File: src/rtl/cpu_pkg.sv
// Shared types and defaults for the CPU data-memory responder.
package cpu_pkg;

    typedef enum logic [1:0] {
        IDLE = 2'd0,
        WAIT = 2'd1,
        RESP = 2'd2
    } state_t;

    localparam int DEPTH_DEF       = 64;
    localparam int WAIT_CYCLES_DEF = 2;

    function automatic int idx_width(input int depth);
        return (depth > 1) ? $clog2(depth) : 1;
    endfunction

    localparam int IDX_W_DEF = idx_width(DEPTH_DEF);

    // Replace only the bytes of old_word whose enable bit is set.
    function automatic logic [31:0] be_merge(input logic [31:0] old_word,
                                             input logic [31:0] new_word,
                                             input logic [3:0]  be);
        logic [31:0] res;
        res = old_word;
        for (int b = 0; b < 4; b++) begin
            if (be[b]) begin
                res[8*b +: 8] = new_word[8*b +: 8];
            end
        end
        return res;
    endfunction

endpackage

File: src/rtl/dmem_array.sv
// DEPTH x 32 storage with byte-enabled synchronous write and a registered,
// clearable read port. Contents are deliberately not reset.
module dmem_array
    import cpu_pkg::*;
#(
    parameter int DEPTH = DEPTH_DEF,
    parameter int IDX_W = idx_width(DEPTH)
) (
    input  logic             CLK,
    input  logic             RST,
    input  logic             we,
    input  logic             re,
    input  logic             clr,
    input  logic [IDX_W-1:0] idx,
    input  logic [31:0]      wdata,
    input  logic [3:0]       be,
    output logic [31:0]      rdata
);

    logic [31:0] mem_r [DEPTH];
    logic [31:0] rdata_r;

    // Array write port.
    always_ff @(posedge CLK) begin
        if (we) begin
            mem_r[idx] <= be_merge(mem_r[idx], wdata, be);
        end
    end

    // Read register: loads on a read, clears on a faulted access, else holds.
    always_ff @(posedge CLK or negedge RST) begin
        if (!RST) begin
            rdata_r <= 32'h0000_0000;
        end else if (re) begin
            rdata_r <= mem_r[idx];
        end else if (clr) begin
            rdata_r <= 32'h0000_0000;
        end else begin
            rdata_r <= rdata_r;
        end
    end

    assign rdata = rdata_r;

endmodule

File: src/rtl/dmem_responder.sv
// Data-memory responder: captures one request, waits WAIT_CYCLES, then acks
// for one cycle with read data or an access fault.
module dmem_responder
    import cpu_pkg::*;
#(
    parameter int DEPTH       = DEPTH_DEF,
    parameter int WAIT_CYCLES = WAIT_CYCLES_DEF
) (
    input  logic        CLK,
    input  logic        RST,
    input  logic        req,
    input  logic        we,
    input  logic [31:0] addr,
    input  logic [31:0] wdata,
    input  logic [3:0]  be,
    output logic        busy,
    output logic        ack,
    output logic [31:0] rdata,
    output logic        err
);

    localparam int          IDX_W     = idx_width(DEPTH);
    localparam logic [29:0] DEPTH_W   = 30'(DEPTH);
    localparam logic [3:0]  WAIT_LOAD = (WAIT_CYCLES > 0) ? 4'(WAIT_CYCLES - 1) : 4'd0;

    state_t      state_r, state_next_s;
    logic [3:0]  cnt_r, cnt_next_s;
    logic        we_r;
    logic [31:0] addr_r, wdata_r;
    logic [3:0]  be_r;
    logic        busy_r, ack_r, err_r;

    logic        acc_we_s;
    logic [31:0] acc_addr_s, acc_wdata_s;
    logic [3:0]  acc_be_s;
    logic        fault_s, enter_resp_s;

    // With zero wait states RESP is entered on the capture edge itself, so the
    // access is evaluated from the live inputs while idle.
    assign acc_we_s    = (state_r == IDLE) ? we    : we_r;
    assign acc_addr_s  = (state_r == IDLE) ? addr  : addr_r;
    assign acc_wdata_s = (state_r == IDLE) ? wdata : wdata_r;
    assign acc_be_s    = (state_r == IDLE) ? be    : be_r;

    assign fault_s      = (acc_addr_s[1:0] != 2'b00) || (acc_addr_s[31:2] >= DEPTH_W);
    assign enter_resp_s = (state_next_s == RESP);

    // Next-state and wait counter.
    always_comb begin
        state_next_s = state_r;
        cnt_next_s   = cnt_r;
        case (state_r)
            IDLE: begin
                if (req) begin
                    if (WAIT_CYCLES == 0) begin
                        state_next_s = RESP;
                    end else begin
                        state_next_s = WAIT;
                        cnt_next_s   = WAIT_LOAD;
                    end
                end else begin
                    state_next_s = IDLE;
                end
            end
            WAIT: begin
                if (cnt_r == 4'd0) begin
                    state_next_s = RESP;
                end else begin
                    cnt_next_s = cnt_r - 4'd1;
                end
            end
            RESP:    state_next_s = IDLE;
            default: state_next_s = IDLE;
        endcase
    end

    // State, counter and registered handshake outputs.
    always_ff @(posedge CLK or negedge RST) begin
        if (!RST) begin
            state_r <= IDLE;
            cnt_r   <= 4'd0;
            busy_r  <= 1'b0;
            ack_r   <= 1'b0;
            err_r   <= 1'b0;
        end else begin
            state_r <= state_next_s;
            cnt_r   <= cnt_next_s;
            busy_r  <= (state_next_s != IDLE);
            ack_r   <= enter_resp_s;
            err_r   <= enter_resp_s && fault_s;
        end
    end

    // Request capture; only an idle responder accepts a new access.
    always_ff @(posedge CLK or negedge RST) begin
        if (!RST) begin
            we_r    <= 1'b0;
            addr_r  <= 32'h0000_0000;
            wdata_r <= 32'h0000_0000;
            be_r    <= 4'h0;
        end else if ((state_r == IDLE) && req) begin
            we_r    <= we;
            addr_r  <= addr;
            wdata_r <= wdata;
            be_r    <= be;
        end else begin
            we_r    <= we_r;
            addr_r  <= addr_r;
            wdata_r <= wdata_r;
            be_r    <= be_r;
        end
    end

    dmem_array #(
        .DEPTH (DEPTH),
        .IDX_W (IDX_W)
    ) u_array (
        .CLK   (CLK),
        .RST   (RST),
        .we    (enter_resp_s && acc_we_s && !fault_s),
        .re    (enter_resp_s && !acc_we_s && !fault_s),
        .clr   (enter_resp_s && fault_s),
        .idx   (acc_addr_s[IDX_W+1:2]),
        .wdata (acc_wdata_s),
        .be    (acc_be_s),
        .rdata (rdata)
    );

    assign busy = busy_r;
    assign ack  = ack_r;
    assign err  = err_r;

endmodule

File: config.mk
export PLATFORM = sky130hd
export DESIGN_NAME = dmem_responder
export DESIGN_NICKNAME = d
export VERILOG_FILES = /design/src/rtl/cpu_pkg.sv /design/src/rtl/dmem_array.sv /design/src/rtl/dmem_responder.sv
export SDC_FILE = /design/constraint.sdc
export NUM_CORES = 2
export LEC_CHECK = 0
export CORE_ASPECT_RATIO = 1.1
export CORE_MARGIN = 3
export CORE_UTILIZATION = 40
export CTS_BUF_LIST = sky130_fd_sc_hd__clkbuf_8
export CTS_CLUSTER_DIAMETER = 200
export DETAILED_ROUTE_END_ITERATION = 6
export GPL_TIMING_DRIVEN = 0
export MAX_ROUTING_LAYER = met4
export PLACE_DENSITY_LB_ADDON = 0.12
export REMOVE_ABC_BUFFERS = 1
export SLEW_MARGIN = 30
export SYNTH_ARGS = -nofsm -noshare
export SYNTH_HDL_FRONTEND = slang
export SYNTH_SLANG_ARGS = --single-unit
File: constraint.sdc
create_clock -name CLK -period 6.85 [get_ports CLK]
set_clock_uncertainty 0.2 [all_clocks]
set_input_delay 1.0275 -clock CLK [delete_from_list [all_inputs] [get_ports CLK]]
set_output_delay 1.0275 -clock CLK [all_outputs]
set_load 0.02 [all_outputs]
==> impl_report.txt <==
==== FLOW RESULTS ====
----------------------------------------------------
[Final layout]
  Most used logic cell in the final layout ........................ edfxtp_1
  Synthesis-to-layout area growth ........................ 24.1%
  Number of fill cells in the layout ........................ 16.8k
  Count of placed standard cells in the final layout, fillers left out ........................ 8,444
  NumNets Final ........................ 5,541
  Leading cell types in the layout, fill and taps excluded ........................ edfxtp_1, a221oi_1, clkbuf_8
  Ratio of cells with drive above 1 in the final layout ........................ 20.9%

[Yosys]
  Area share of the leading cell type in the synthesized netlist ........................ 75.2%
  Combined area of all synthesized cells ........................ 81,800 um^2
  Mean instance size in the synthesized netlist ........................ 16.8 um^2
  Area figure in the yosys stat output ........................ 81,800 um^2
  Post-synth tally of flip-flops with integrated enable ........................ 2,048
  Yosys warning tally ........................ 0
  Largest cells by area after synthesis ........................ edfxtp_1, a221oi_1, dfrtp_1, a22oi_1, nand2_1
  Mapped Cells ........................ 4,855
  Largest area contributor in the netlist ........................ edfxtp_1
  Dominant synthesized flop cell ........................ edfxtp_1
  Number of standard cells reported by yosys ........................ 4,855
  Seq share, synth ........................ 78.6%
  Synth unique cells ........................ 71
  Fraction of synthesis flops using an asynchronous set or reset pin ........................ 5.10%
  Post-synthesis register bit count ........................ 2,158

[STA]
  Final setup vio count ........................ 0
  Clock period minus final worst setup slack ........................ 6.80 ns
  Transition time at the pin with the least slew margin ........................ 1.15 ns
  Rel. slew slack ........................ 23.4%
  Hold Fails Final Rpt ........................ 0
  Final Max Tran Viols ........................ 0
  Unrepaired setup endpoints after global routing ........................ false
  Peak Freq ........................ 0.147 GHz
  Fraction of the cycle the final worst path needs ........................ 99.2%
  Min setup slack post-route ........................ 0.0525 ns

[Global routing]
  Largest net degree at the start of global routing ........................ 65
  First-pass GRT wire length ........................ 397 mm
  Grt total ovfl ........................ 0
  Initial antenna violation count ........................ 3
  Vias in the first global route ........................ 51.3k
  Total routing usage reported by global routing ........................ 27.4%

[Clock tree]
  Clk_lat worst skew ........................ 1.07 ns
  H-tree levels ........................ 5
  Worst-case clock buffer depth ........................ 4
  Postcts setup bufs ........................ 0
  TritonCTS clock tree ........................ yes
  Cts bufs inserted ........................ 366
  CTS Root Buffer Type ........................ clkbuf_8
  Number of sinks on the clock net ........................ 2,158
  CTS clock-pin slew for the worst setup and hold paths ........................ 0.06 ns

[Detailed routing]
  Drt initial violations ........................ 6,757
  Remaining antenna violation count ........................ 0
  Routed via count ........................ 52.3k
  Aggregate routed wire length ........................ 284 mm
  Average detailed-routed wire length per instance ........................ 33.6 um
  Remaining routing DRC violations ........................ 0
  Vias per Instance ........................ 6.20
  First drt pass iteration count ........................ 6

[Power]
  Combinational share of power ........................ 42.1%
  Switching power ........................ 0.0204 W
  Worst-case vdd ir drop ........................ 0.000311 V
  Portion of total power attributed to sequential cells ........................ 38.3%
  Clock power share ........................ 19.6%
  Static Leakage ........................ 33.2 nW
  Cell area power density ........................ 523 nW/um^2
  Net Sw Frac ........................ 38.4%
  Pint ........................ 0.0327 W

[Critical path]
  Crit path max fanout ........................ 53
  CP dominant cell by count ........................ buf_4
  Worst stage delay on the critical path ........................ 0.96 ns
  Worst path cell trace ........................ or2_4 -> buf_12 -> mux2_8 -> buf_16 -> buf_16 -> a221oi_1 -> o22ai_1 -> a22oi_1 -> nand4_1 -> a211oi_1 -> nor3_2 -> buf_4 -> buf_4 -> buf_4 -> buf_4 -> buf_4
  Critical path class ........................ reg -> reg
  Launching element type of the critical path ........................ register
  Combined buffer and inverter count along the critical path ........................ 8
  Endpoint type of the worst setup path ........................ register
  Kind of cell with the highest combined delay on the critical path ........................ buffers and inverters
  Data arrival time of the critical path ........................ 7.38 ns
  CP Data Required Time ........................ 7.43 ns
  Slowest cell on crit path ........................ dfrtp_2

[Placed design]
  Placed insts ........................ 7,810
  Final Wtd Congestion ........................ 0.815
  Minimum setup slack after placement ........................ -0.563 ns
  Placed wire-length estimate ........................ 193 mm
  Input/output buffers ........................ 106

[Die]
  Starting Density ........................ 40.4%
  Area of the chip ........................ 210,000 um^2
  Area inside the core boundary ........................ 203,000 um^2
  Cell Rows ........................ 173
  Height of the chip ........................ 480 um
  Overall die width ........................ 437 um
  Number of top-level pins ........................ 107

[Status]
  Status ........................ finished clean

[Worst hold path]
  Type of the tightest min-delay check ........................ reg -> reg

[Flow run]
  Number of logged tool warnings ........................ 28
  Count of maximum capacitance violations ........................ 0

----------------------------------------------------
==> final timing paths <==
path / startpoint / to / slack [ns] / cells after the start
max: state_r[1] / u_array.mem_r[30][10] / 0.05 / 16
min: wdata_r[28] / wdata_r[28] / 0.27 / 2
max reg2reg: state_r[1] / u_array.mem_r[30][10] / 0.05 / 16
min reg2reg: wdata_r[28] / wdata_r[28] / 0.27 / 2
max in group asynchronous: RST / u_array.rdata[4] / 5.31 / 3
min in group asynchronous: RST / addr_r[28] / 0.30 / 2
==> stage by stage <==
step | utilization (%) | total power, W | area [um^2] | hold WS [ns] | setup TNS [ns]
after floorplan | - | 0.0305 | 80300 | 0.237 | -
after global placement | 41.8 | 0.0349 | 84800 | 0.261 | -
after detailed placement | 46.9 | 0.0428 | 95000 | 0.255 | -118.06
after CTS | 50.1 | 0.0531 | 101000 | 0.206 | 0
after global routing | 50.1 | 0.0550 | 101000 | 0.281 | 0
final | 50.1 | 0.0531 | 101000 | 0.269 | 0
==> cells in the mapped netlist (all sizes together), types with 49 or more instances <==
master / number
nand2: 358
edfxtp: 2048
a221oi: 416
nand3: 102
clkbuf: 254
nor2: 120
o21ai: 125
nor3: 49
a22oi: 287
a21oi: 72
a222oi: 83
a22o: 50
buf: 110
mux2i: 70
o22ai: 125
dfrtp: 110
mux2: 82
nor3b: 51
==> routing by layer <==
metal	part of all wire [%]	up-vias	global-route usage, %	wire, um
met1	40	27500	36.0	114000
met3	8.3	496	4.70	23500
li1	-	21600	-	-
met4	4.3	0	11.2	12300
met5	0	-	-	0
met2	47	2787	42.4	134000
==> layout make-up <==
type / instances / area [um^2] / area share [%]
Antenna cell: 2 / 5.00 / 0.00493
Tap cell: 2712 / 3390 / 3.34
Timing Repair Buffer: 608 / 10300 / 10.2
Clock inverter: 245 / 1060 / 1.05
Multi-Input combinational cell: 2327 / 17100 / 16.8
Inverter: 6 / 22.5 / 0.0222
Sequential cell: 2158 / 64300 / 63.3
Clock buffer: 386 / 5310 / 5.24
==> tightest hold or removal path, cell delays in order (launching register included) <==
cell and delay [ns]:
dfrtp_1 0.33, nand2_1 0.05, nand2_1 0.06
==> cells by family after synthesis <==
logic type                 share of synthesized area (%)
xor gates and xnor gates                          0.0214
buffers and inverters                               1.80
AOI/OAI and AO/OA                                   13.0
adders and majority gates                         0.0306
muxes                                               2.01
DFF                                                 78.6
and+or+nand+nor                                     4.55
==> state kept, by name, summed over array words and instances (netlist names) <==
name and count:
err 1, addr_r 32, cnt_r 4, u_array.rdata 32, u_array.mem_r 2048, be_r 4, busy 1, wdata_r 32
ack 1, we_r 1, state_r 2
==> power groups by stage <==
stage	clock [W]	sequential (W)	combinational, W
after floorplan	0	0.0211	0.00941
after global placement	0	0.0200	0.0149
after detailed placement	0	0.0206	0.0222
after CTS	0.0106	0.0203	0.0222
after global routing	0.0112	0.0204	0.0235
final	0.0104	0.0203	0.0223
==> what timing repair did <==
action,in CTS,in global routing
hold buffers,1,0
hold endpoints to repair,55,0
resized,0,1
setup endpoints to repair,0,17
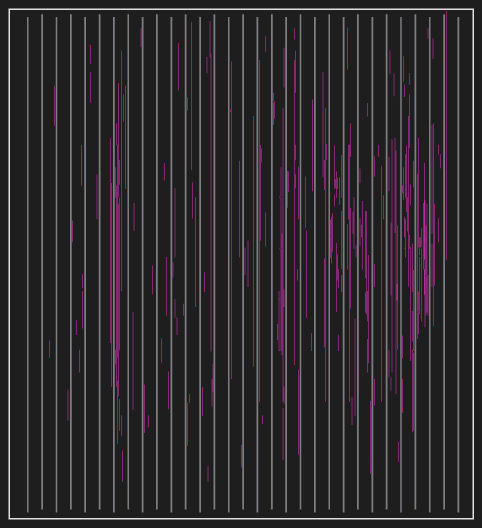
**Above:** M4 wires.
Supply wires on this layer in gray.
The longest straight run is 323 um. 150 nets have wire on it. The layer carries 12,300 um of wire. The layer holds 4.3% of the routed length.

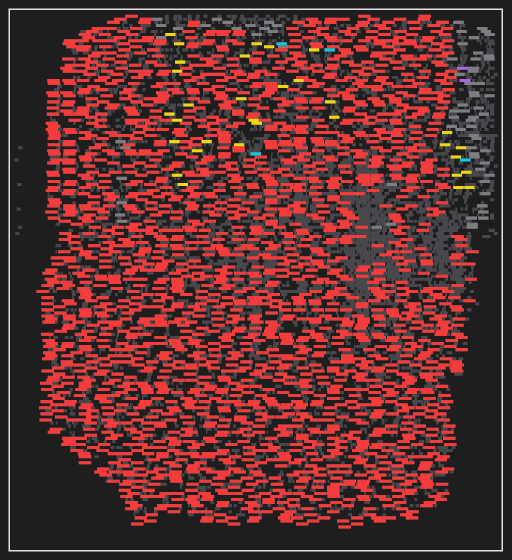
**Above:** sequential cells colored by netlist name.
Other sequential cells in the stronger gray, the rest of the logic in the fainter gray.
Key: red = u_array.mem_r [placed flops 2,048, where widely spread]; yellow = wdata_r [placed flops 32]; cyan = be_r [placed flops 4]; purple = state_r [placed flops 2]
Another 72 sequential cells are not colored.

No activity file was given, so power comes from the tool's default toggle rates.
